==> src/rtl/decode_pipe.sv <==
// rtl/decode_pipe.sv - RV32I decode stage with 2-entry skid buffer, flush and stall counter; optional DECODE_ILLEGAL_EN
module decode_pipe #(
  parameter int XLEN  = 32,
  parameter int CNT_W = 16
) (
  input  logic             clk,
  input  logic             rst_n,
  input  logic             flush,
  input  logic             in_valid,
  output logic             in_ready,
  input  logic [31:0]      in_instr,
  input  logic [XLEN-1:0]  in_pc,
  output logic             out_valid,
  input  logic             out_ready,
  output logic [XLEN-1:0]  out_pc,
  output logic [4:0]       out_rs1,
  output logic [4:0]       out_rs2,
  output logic [4:0]       out_rd,
  output logic [2:0]       out_funct3,
  output logic [2:0]       out_alu_op,
  output logic             out_alu_alt,
  output logic [1:0]       out_alu_src,
  output logic [2:0]       out_branch_sel,
  output logic             out_mr_sel,
  output logic             out_mw_sel,
  output logic             out_mtr_sel,
  output logic             out_rw_sel,
  output logic [XLEN-1:0]  out_imm,
  output logic             out_illegal,
  output logic [CNT_W-1:0] stall_cnt
);

  localparam logic [6:0] OPC_OP     = 7'b0110011;
  localparam logic [6:0] OPC_OP_IMM = 7'b0010011;
  localparam logic [6:0] OPC_LOAD   = 7'b0000011;
  localparam logic [6:0] OPC_STORE  = 7'b0100011;
  localparam logic [6:0] OPC_BRANCH = 7'b1100011;
  localparam logic [6:0] OPC_JAL    = 7'b1101111;
  localparam logic [6:0] OPC_JALR   = 7'b1100111;
  localparam logic [6:0] OPC_LUI    = 7'b0110111;
  localparam logic [6:0] OPC_AUIPC  = 7'b0010111;

  typedef enum logic [1:0] {S_EMPTY, S_ONE, S_TWO} state_t;

  typedef struct packed {
    logic [XLEN-1:0] pc;
    logic [4:0]      rs1;
    logic [4:0]      rs2;
    logic [4:0]      rd;
    logic [2:0]      funct3;
    logic [2:0]      alu_op;
    logic            alu_alt;
    logic [1:0]      alu_src;
    logic [2:0]      branch_sel;
    logic            mr;
    logic            mw;
    logic            mtr;
    logic            rw;
    logic [XLEN-1:0] imm;
    logic            illegal;
  } entry_t;

  state_t           state_q, state_d;
  entry_t           head_q, head_d;
  entry_t           skid_q, skid_d;
  entry_t           dec;
  logic [31:0]      imm32;
  logic [6:0]       opcode;
  logic [CNT_W-1:0] stall_q, stall_d;
  logic             in_xfer, out_xfer;

  assign opcode    = in_instr[6:0];
  assign in_ready  = (state_q != S_TWO);
  assign out_valid = (state_q != S_EMPTY);
  assign in_xfer   = in_valid && in_ready;
  assign out_xfer  = out_valid && out_ready;

  // Combinational decode of the offered instruction into a pipeline entry
  always_comb begin
    dec        = '0;
    imm32      = '0;
    dec.pc     = in_pc;
    dec.rs1    = in_instr[19:15];
    dec.rs2    = in_instr[24:20];
    dec.rd     = in_instr[11:7];
    dec.funct3 = in_instr[14:12];
    case (opcode)
      OPC_OP: begin
        dec.alu_op  = in_instr[14:12];
        dec.alu_alt = in_instr[30];
        dec.rw      = 1'b1;
      end
      OPC_OP_IMM: begin
        dec.alu_op  = in_instr[14:12];
        dec.alu_alt = (in_instr[14:12] == 3'b101) && in_instr[30];
        dec.alu_src = 2'b01;
        dec.rw      = 1'b1;
        imm32       = {{20{in_instr[31]}}, in_instr[31:20]};
      end
      OPC_LOAD: begin
        dec.alu_src = 2'b01;
        dec.mr      = 1'b1;
        dec.mtr     = 1'b1;
        dec.rw      = 1'b1;
        imm32       = {{20{in_instr[31]}}, in_instr[31:20]};
      end
      OPC_STORE: begin
        dec.alu_src = 2'b01;
        dec.mw      = 1'b1;
        imm32       = {{20{in_instr[31]}}, in_instr[31:25], in_instr[11:7]};
      end
      OPC_BRANCH: begin
        dec.branch_sel = 3'b001;
        imm32 = {{19{in_instr[31]}}, in_instr[31], in_instr[7], in_instr[30:25],
                 in_instr[11:8], 1'b0};
      end
      OPC_JAL: begin
        dec.branch_sel = 3'b100;
        dec.rw         = 1'b1;
        imm32 = {{11{in_instr[31]}}, in_instr[31], in_instr[19:12], in_instr[20],
                 in_instr[30:21], 1'b0};
      end
      OPC_JALR: begin
        dec.branch_sel = 3'b101;
        dec.alu_src    = 2'b01;
        dec.rw         = 1'b1;
        imm32          = {{20{in_instr[31]}}, in_instr[31:20]};
      end
      OPC_LUI: begin
        dec.alu_src = 2'b11;
        dec.rw      = 1'b1;
        imm32       = {in_instr[31:12], 12'b0};
      end
      OPC_AUIPC: begin
        dec.alu_src = 2'b10;
        dec.rw      = 1'b1;
        imm32       = {in_instr[31:12], 12'b0};
      end
      default: ;
    endcase
    dec.imm = {{(XLEN-31){imm32[31]}}, imm32[30:0]};
`ifdef DECODE_ILLEGAL_EN
    dec.illegal = (in_instr[1:0] != 2'b11) ||
                  !(opcode inside {OPC_OP, OPC_OP_IMM, OPC_LOAD, OPC_STORE, OPC_BRANCH,
                                   OPC_JAL, OPC_JALR, OPC_LUI, OPC_AUIPC});
    if (dec.illegal) begin
      dec.rw         = 1'b0;
      dec.mr         = 1'b0;
      dec.mw         = 1'b0;
      dec.mtr        = 1'b0;
      dec.branch_sel = 3'b000;
    end
`else
    dec.illegal = 1'b0;
`endif
  end

  // Skid-buffer next state: flush wins over any transfer in the same cycle
  always_comb begin
    state_d = state_q;
    head_d  = head_q;
    skid_d  = skid_q;
    if (flush) begin
      state_d = S_EMPTY;
    end else begin
      case (state_q)
        S_EMPTY: if (in_xfer) begin
          head_d  = dec;
          state_d = S_ONE;
        end
        S_ONE: begin
          if (in_xfer && out_xfer) begin
            head_d = dec;
          end else if (in_xfer) begin
            skid_d  = dec;
            state_d = S_TWO;
          end else if (out_xfer) begin
            state_d = S_EMPTY;
          end
        end
        S_TWO: if (out_xfer) begin
          head_d  = skid_q;
          state_d = S_ONE;
        end
        default: state_d = S_EMPTY;
      endcase
    end
  end

  // Saturating count of cycles where a valid head is held back
  always_comb begin
    stall_d = stall_q;
    if (out_valid && !out_ready && (stall_q != {CNT_W{1'b1}})) begin
      stall_d = stall_q + CNT_W'(1);
    end
  end

  // State, entry and counter registers
  always_ff @(posedge clk or negedge rst_n) begin
    if (!rst_n) begin
      state_q <= S_EMPTY;
      head_q  <= '0;
      skid_q  <= '0;
      stall_q <= '0;
    end else begin
      state_q <= state_d;
      head_q  <= head_d;
      skid_q  <= skid_d;
      stall_q <= stall_d;
    end
  end

  assign out_pc         = head_q.pc;
  assign out_rs1        = head_q.rs1;
  assign out_rs2        = head_q.rs2;
  assign out_rd         = head_q.rd;
  assign out_funct3     = head_q.funct3;
  assign out_alu_op     = head_q.alu_op;
  assign out_alu_alt    = head_q.alu_alt;
  assign out_alu_src    = head_q.alu_src;
  assign out_branch_sel = head_q.branch_sel;
  assign out_mr_sel     = head_q.mr;
  assign out_mw_sel     = head_q.mw;
  assign out_mtr_sel    = head_q.mtr;
  assign out_rw_sel     = head_q.rw;
  assign out_imm        = head_q.imm;
  assign out_illegal    = head_q.illegal;
  assign stall_cnt      = stall_q;

endmodule

==> config.mk <==
export PLATFORM = sky130hd
export DESIGN_NAME = decode_pipe
export DESIGN_NICKNAME = d
export VERILOG_FILES = /design/src/rtl/decode_pipe.sv
export SDC_FILE = /design/constraint.sdc
export NUM_CORES = 1
export LEC_CHECK = 0
export CORE_MARGIN = 8
export CORE_UTILIZATION = 55
export DETAILED_ROUTE_END_ITERATION = 10
export GPL_ROUTABILITY_DRIVEN = 0
export PLACE_DENSITY = 0.93
export SYNTH_ARGS = -nofsm -noshare
export SYNTH_HDL_FRONTEND = slang
export SYNTH_SLANG_ARGS = --single-unit
==> constraint.sdc <==
create_clock -name clk -period 4.7 [get_ports clk]
set_input_delay 1.175 -clock clk [delete_from_list [all_inputs] [get_ports clk]]
set_output_delay 1.175 -clock clk [all_outputs]
set_load 0.02 [all_outputs]
==> run_1/detail.png <==
Bar = 10 um. Window x 87 to 127, y 16 to 56 um. Cells in gray, sequential cells in the stronger gray; small squares are vias.
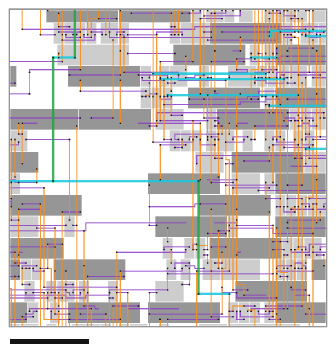
| color | layer |
|---|---|
| cyan | metal 3 |
| orange | metal 2 |
| green | metal 4 |
| purple | metal 1 |
sequential cells in the window: 25
cells with their middle in the window: 116
netlist names of flops here include: skid_q (12), out_pc (11)
most frequent: nand2_1 (58), dfrtp_1 (25), a31oi_1 (12)

==> run_1/congestion.png <==
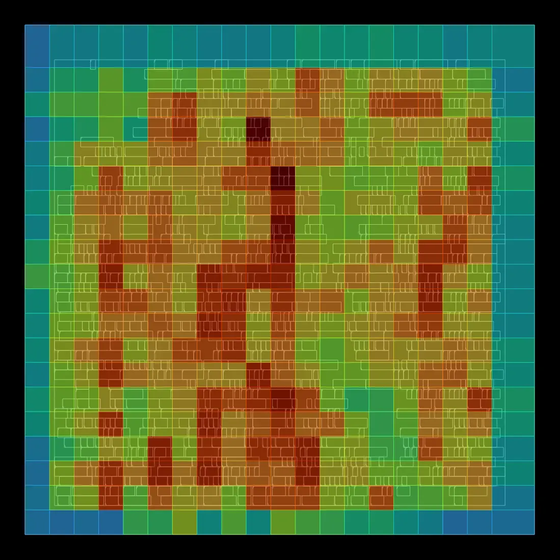
grt met3 use: 0.04875
GR Layer Usage met1: 0.3019
fin util: 0.7264

==> run_1/layer_met3.png <==
Bar = 50 um. Cells faint in the background.
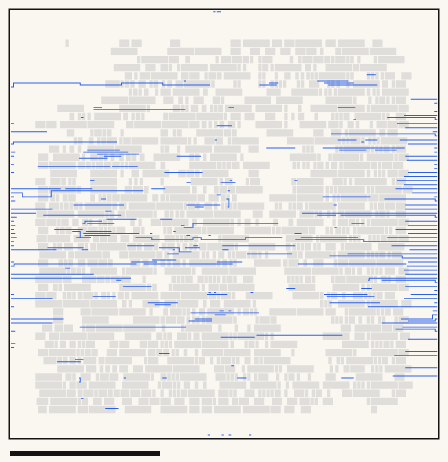
longest straight run: 44.9 um
main direction: horizontal

==> run_1/layer_met1.png <==
Bar = 50 um. Supply wires on this layer in gray.
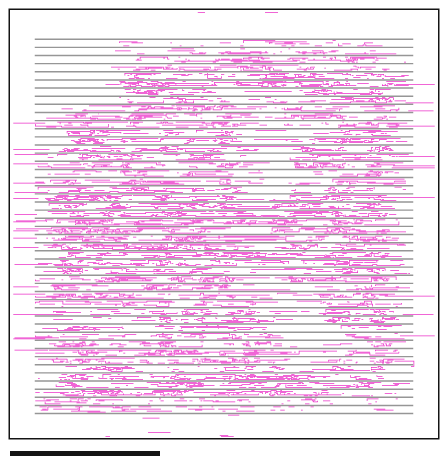
longest straight run: 29.0 um
share of all routed wire: 39%
wire length on this layer: 9890 um
nets with wire on the layer: 1100

==> impl_metrics.csv, run 1 <==
group,metric,value,unit
floorplanning,core,15830,um^2
clocking,cts_made_buffers,21,
global_route,grt_start_max_net_pins,106,
synthesis,syn_area,8877,um^2
place,placed_area,10800,um^2
power,switching_power,1.483,mW
global_route,grt_usage,0.2415,
place,dp_slack,1.147,ns
routing,first_pass_iters,5,
routing,drt-met1-wl,9890,um
floorplanning,die_x,143.0,um
routing,dr_wl_met2,12130,um
timing,worstMarginPinSlew,0.9259,ns
worst_setup_path,critPathMostFrequentCell,"nor2_1",
timing,fin_ws,1.596,ns
synthesis,yosys_most_used_dff,"dfrtp_1",
status,outcome,"completed",
synthesis,ys_seq_share,0.5751,
routing,via_per_inst,5.689,
worst_setup_path,required,5.03,ns
timing,period_used_share,0.6603,
synthesis,yosys_warnings,0,
[run 1: cell type report]
class | instances | area share
Clock buffer | 29 | 0.05267
Clock inverter | 8 | 0.007835
Inverter | 2 | 0.0006530
Multi-Input combinational cell | 727 | 0.3049
Sequential cell | 204 | 0.4440
Tap cell | 216 | 0.02351
Timing Repair Buffer | 191 | 0.1664
[run 1: cell families (layout without fill, tap and decap cells)]
family,after synthesis,count (layout)
multiplexers,1,1
adder cells (fa/ha/maj),1,1
XOR/XNOR,14,14
AND/OR/NAND/NOR,530,530
AND-OR/OR-AND,179,179
other,1,2
buffers and inverters,69,230
flip-flops,204,204
[run 1: synth_stat cells, types with 9 or more instances]
cell type | n | area share
nand2_1 | 344 | 0.15
dfrtp_1 | 204 | 0.58
nor2_1 | 114 | 0.048
a31oi_1 | 58 | 0.041
a21oi_1 | 34 | 0.019
clkbuf_1 | 34 | 0.014
o21ai_0 | 27 | 0.015
a211oi_1 | 22 | 0.019
nor3_1 | 21 | 0.012
nand3_1 | 20 | 0.011
buf_2 | 17 | 0.0096
buf_1 | 11 | 0.0047
o211ai_1 | 9 | 0.0076
xnor2_1 | 9 | 0.0089
[run 1: worst max-delay path by stage]
stage | slack [ns] | from | to
finish | 1.60 | in_instr[3] | out_imm[23]
global route | 1.42 | in_instr[3] | out_imm[28]
CTS | 1.65 | in_instr[3] | out_imm[23]
detailed placement | 1.15 | in_instr[3] | out_imm[23]
global placement | 1.25 | in_instr[3] | out_imm[22]
floorplan | 2.17 | in_instr[2] | out_imm[15]
[run 1: stage by stage]
stage | util | std cells
2_1_floorplan | - | 1000
3_3_place_gp | 0.6825 | 1340
3_5_place_dp | 0.6825 | 1340
4_1_cts | 0.7264 | 1377
5_1_grt | 0.7264 | 1377
6_report | 0.7264 | 1377
==> run_1/logic_types.png <==
Bar = 50 um.
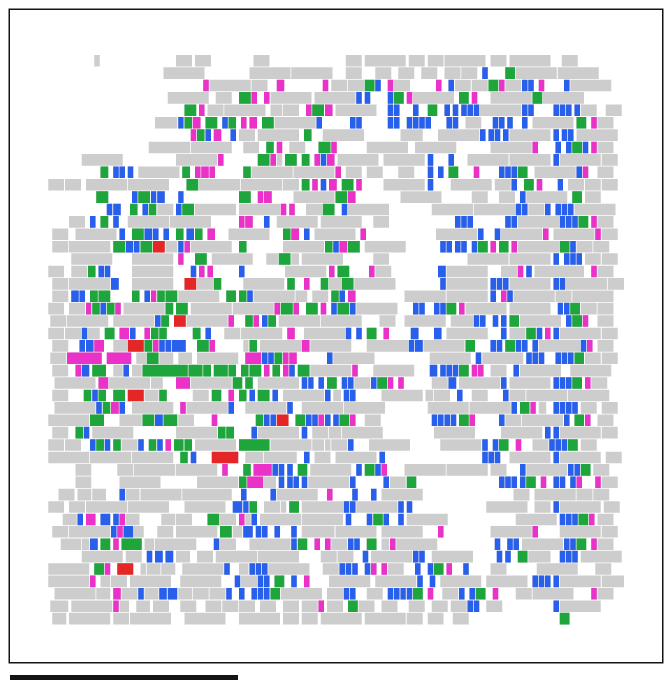

==> run 2: changes to the inputs <==
--- a/config.mk
+++ b/config.mk
@@ -6,10 +6,10 @@
 export NUM_CORES = 1
 export LEC_CHECK = 0
 export CORE_MARGIN = 8
-export CORE_UTILIZATION = 55
+export CORE_UTILIZATION = 46
 export DETAILED_ROUTE_END_ITERATION = 10
 export GPL_ROUTABILITY_DRIVEN = 0
-export PLACE_DENSITY = 0.93
+export PLACE_DENSITY = 0.84
 export SYNTH_ARGS = -nofsm -noshare
 export SYNTH_HDL_FRONTEND = slang
 export SYNTH_SLANG_ARGS = --single-unit
==> constraint.sdc (replaced) <==
create_clock -name clk -period 2.8 [get_ports clk]
set_input_delay 0.7 -clock clk [delete_from_list [all_inputs] [get_ports clk]]
set_output_delay 0.7 -clock clk [all_outputs]
set_load 0.02 [all_outputs]
==> run_2/logic_types.png <==
Bar = 50 um.
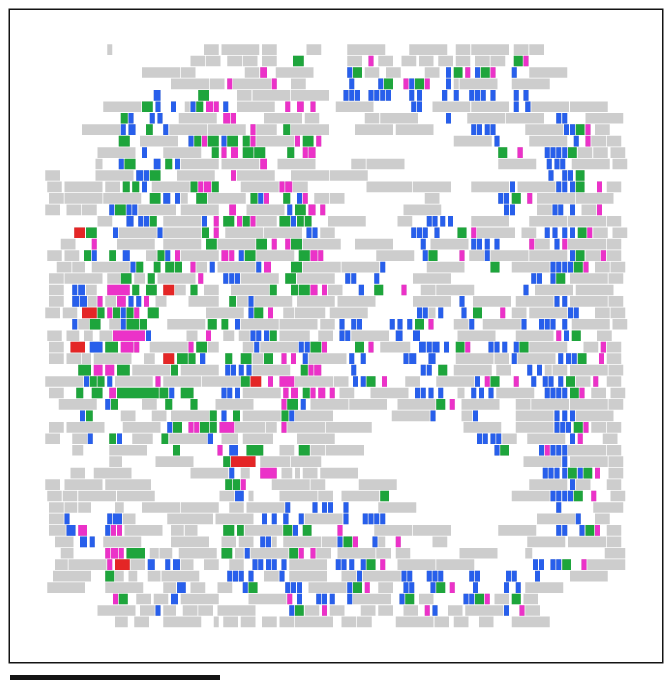
| color | family | cells | most used |
|---|---|---|---|
| blue | NAND gates | 370 | nand2_1 |
| magenta | NOR gates | 144 | nor2_1 |
| green | inverting AOI/OAI gates | 171 | a31oi_1 |
| red | AND-OR and OR-AND gates | 8 | a21o_1 |

==> run_2/layer_met1.png <==
Bar = 50 um. Supply wires on this layer in gray.
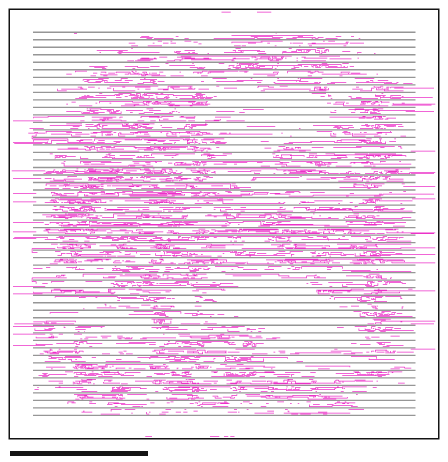
main direction: horizontal
wire length on this layer: 10400 um
share of all routed wire: 41%
longest straight run: 50.1 um

==> impl_metrics.csv, run 2 <==
group,metric,value,unit
routing,first_pass_iters,5,
synthesis,top_cell,"nand2_1",
synthesis,yosys_warnings,0,
timing,fin_ws,0.1753,ns
synthesis,common_cells,"nand2_1 (344), dfrtp_1 (204), nor2_1 (114)",
synthesis,top_cell_area_share,0.5751,
place,placed_cells,1408,
global_route,grt_start_max_net_pins,81,
routing,via_per_inst,5.368,
status,outcome,"completed",
global_route,use_met1,0.2699,
global_route,grt_usage,0.2117,
timing,worstMarginPinSlew,0.9464,ns
synthesis,yosys_most_used_dff,"dfrtp_1",
place,placed_area,11090,um^2
final_layout,fin_util,0.6179,
synthesis,synth.largest_area_cell,"dfrtp_1",
final_layout,layout.cells.non_filler,1448,
clocking,cts_made_buffers,23,
worst_setup_path,required,2.10,ns
## run 2: final cells by class
type	count	share of cell area
clock buffer	29	0.05292
clock inverter	11	0.01307
inverter	2	0.0006325
multi-input combinational	727	0.2948
sequential	204	0.4301
tap	265	0.02794
timing repair buffer	210	0.1806
## run 2: final timing paths
kind | startpoint | endpoint | slack (ns) | depth (start not counted)
setup reg to reg | state_q[1] | out_imm[4] | 0.74 | 5
min in group clk | skid_q[41] | skid_q[41] | 0.47 | 2
setup / recovery | state_q[1] | in_ready | 0.18 | 4
hold reg to reg | skid_q[41] | skid_q[41] | 0.47 | 2
max in group asynchronous | rst_n | skid_q[53] | 1.93 | 2
hold / removal | rst_n | out_pc[3] | 0.21 | 1
## run 2: layer usage
metal / up-vias / part of all wire
met2: 286 / 0.49
li1: 3680 / -
met3: 41 / 0.075
met5: - / 0
met1: 3766 / 0.41
met4: 0 / 0.023
## run 2: cell families (layout without fill, tap and decap cells)
kind of cell | Yosys count | after routing
compound gates | 179 | 179
buf+inv | 69 | 252
simple gates | 530 | 530
fa+ha+maj | 1 | 1
flops | 204 | 204
mux | 1 | 1
other cells | 1 | 2
xor+xnor | 14 | 14
## run 2: power by group through the flow
| stage | combinational (mW) | sequential, mW | clock [mW] |
|---|---|---|---|
| global placement | 1.88 | 3.81 | 0 |
| floorplan | 0.646 | 4.10 | 0 |
| finish | 1.91 | 3.79 | 3.13 |
| CTS | 1.94 | 3.79 | 3.19 |
| detailed placement | 1.93 | 3.84 | 0 |
| global route | 2.07 | 3.85 | 3.32 |
## run 2: worst max-delay path, delay by kind of cell (launching register included)
family	cells	cell delay, ns
buffers and inverters	3	0.95
DFF	1	0.42
and+or+nand+nor	1	0.05
Power figures rest on the tool's default switching activity, not on a simulated workload.
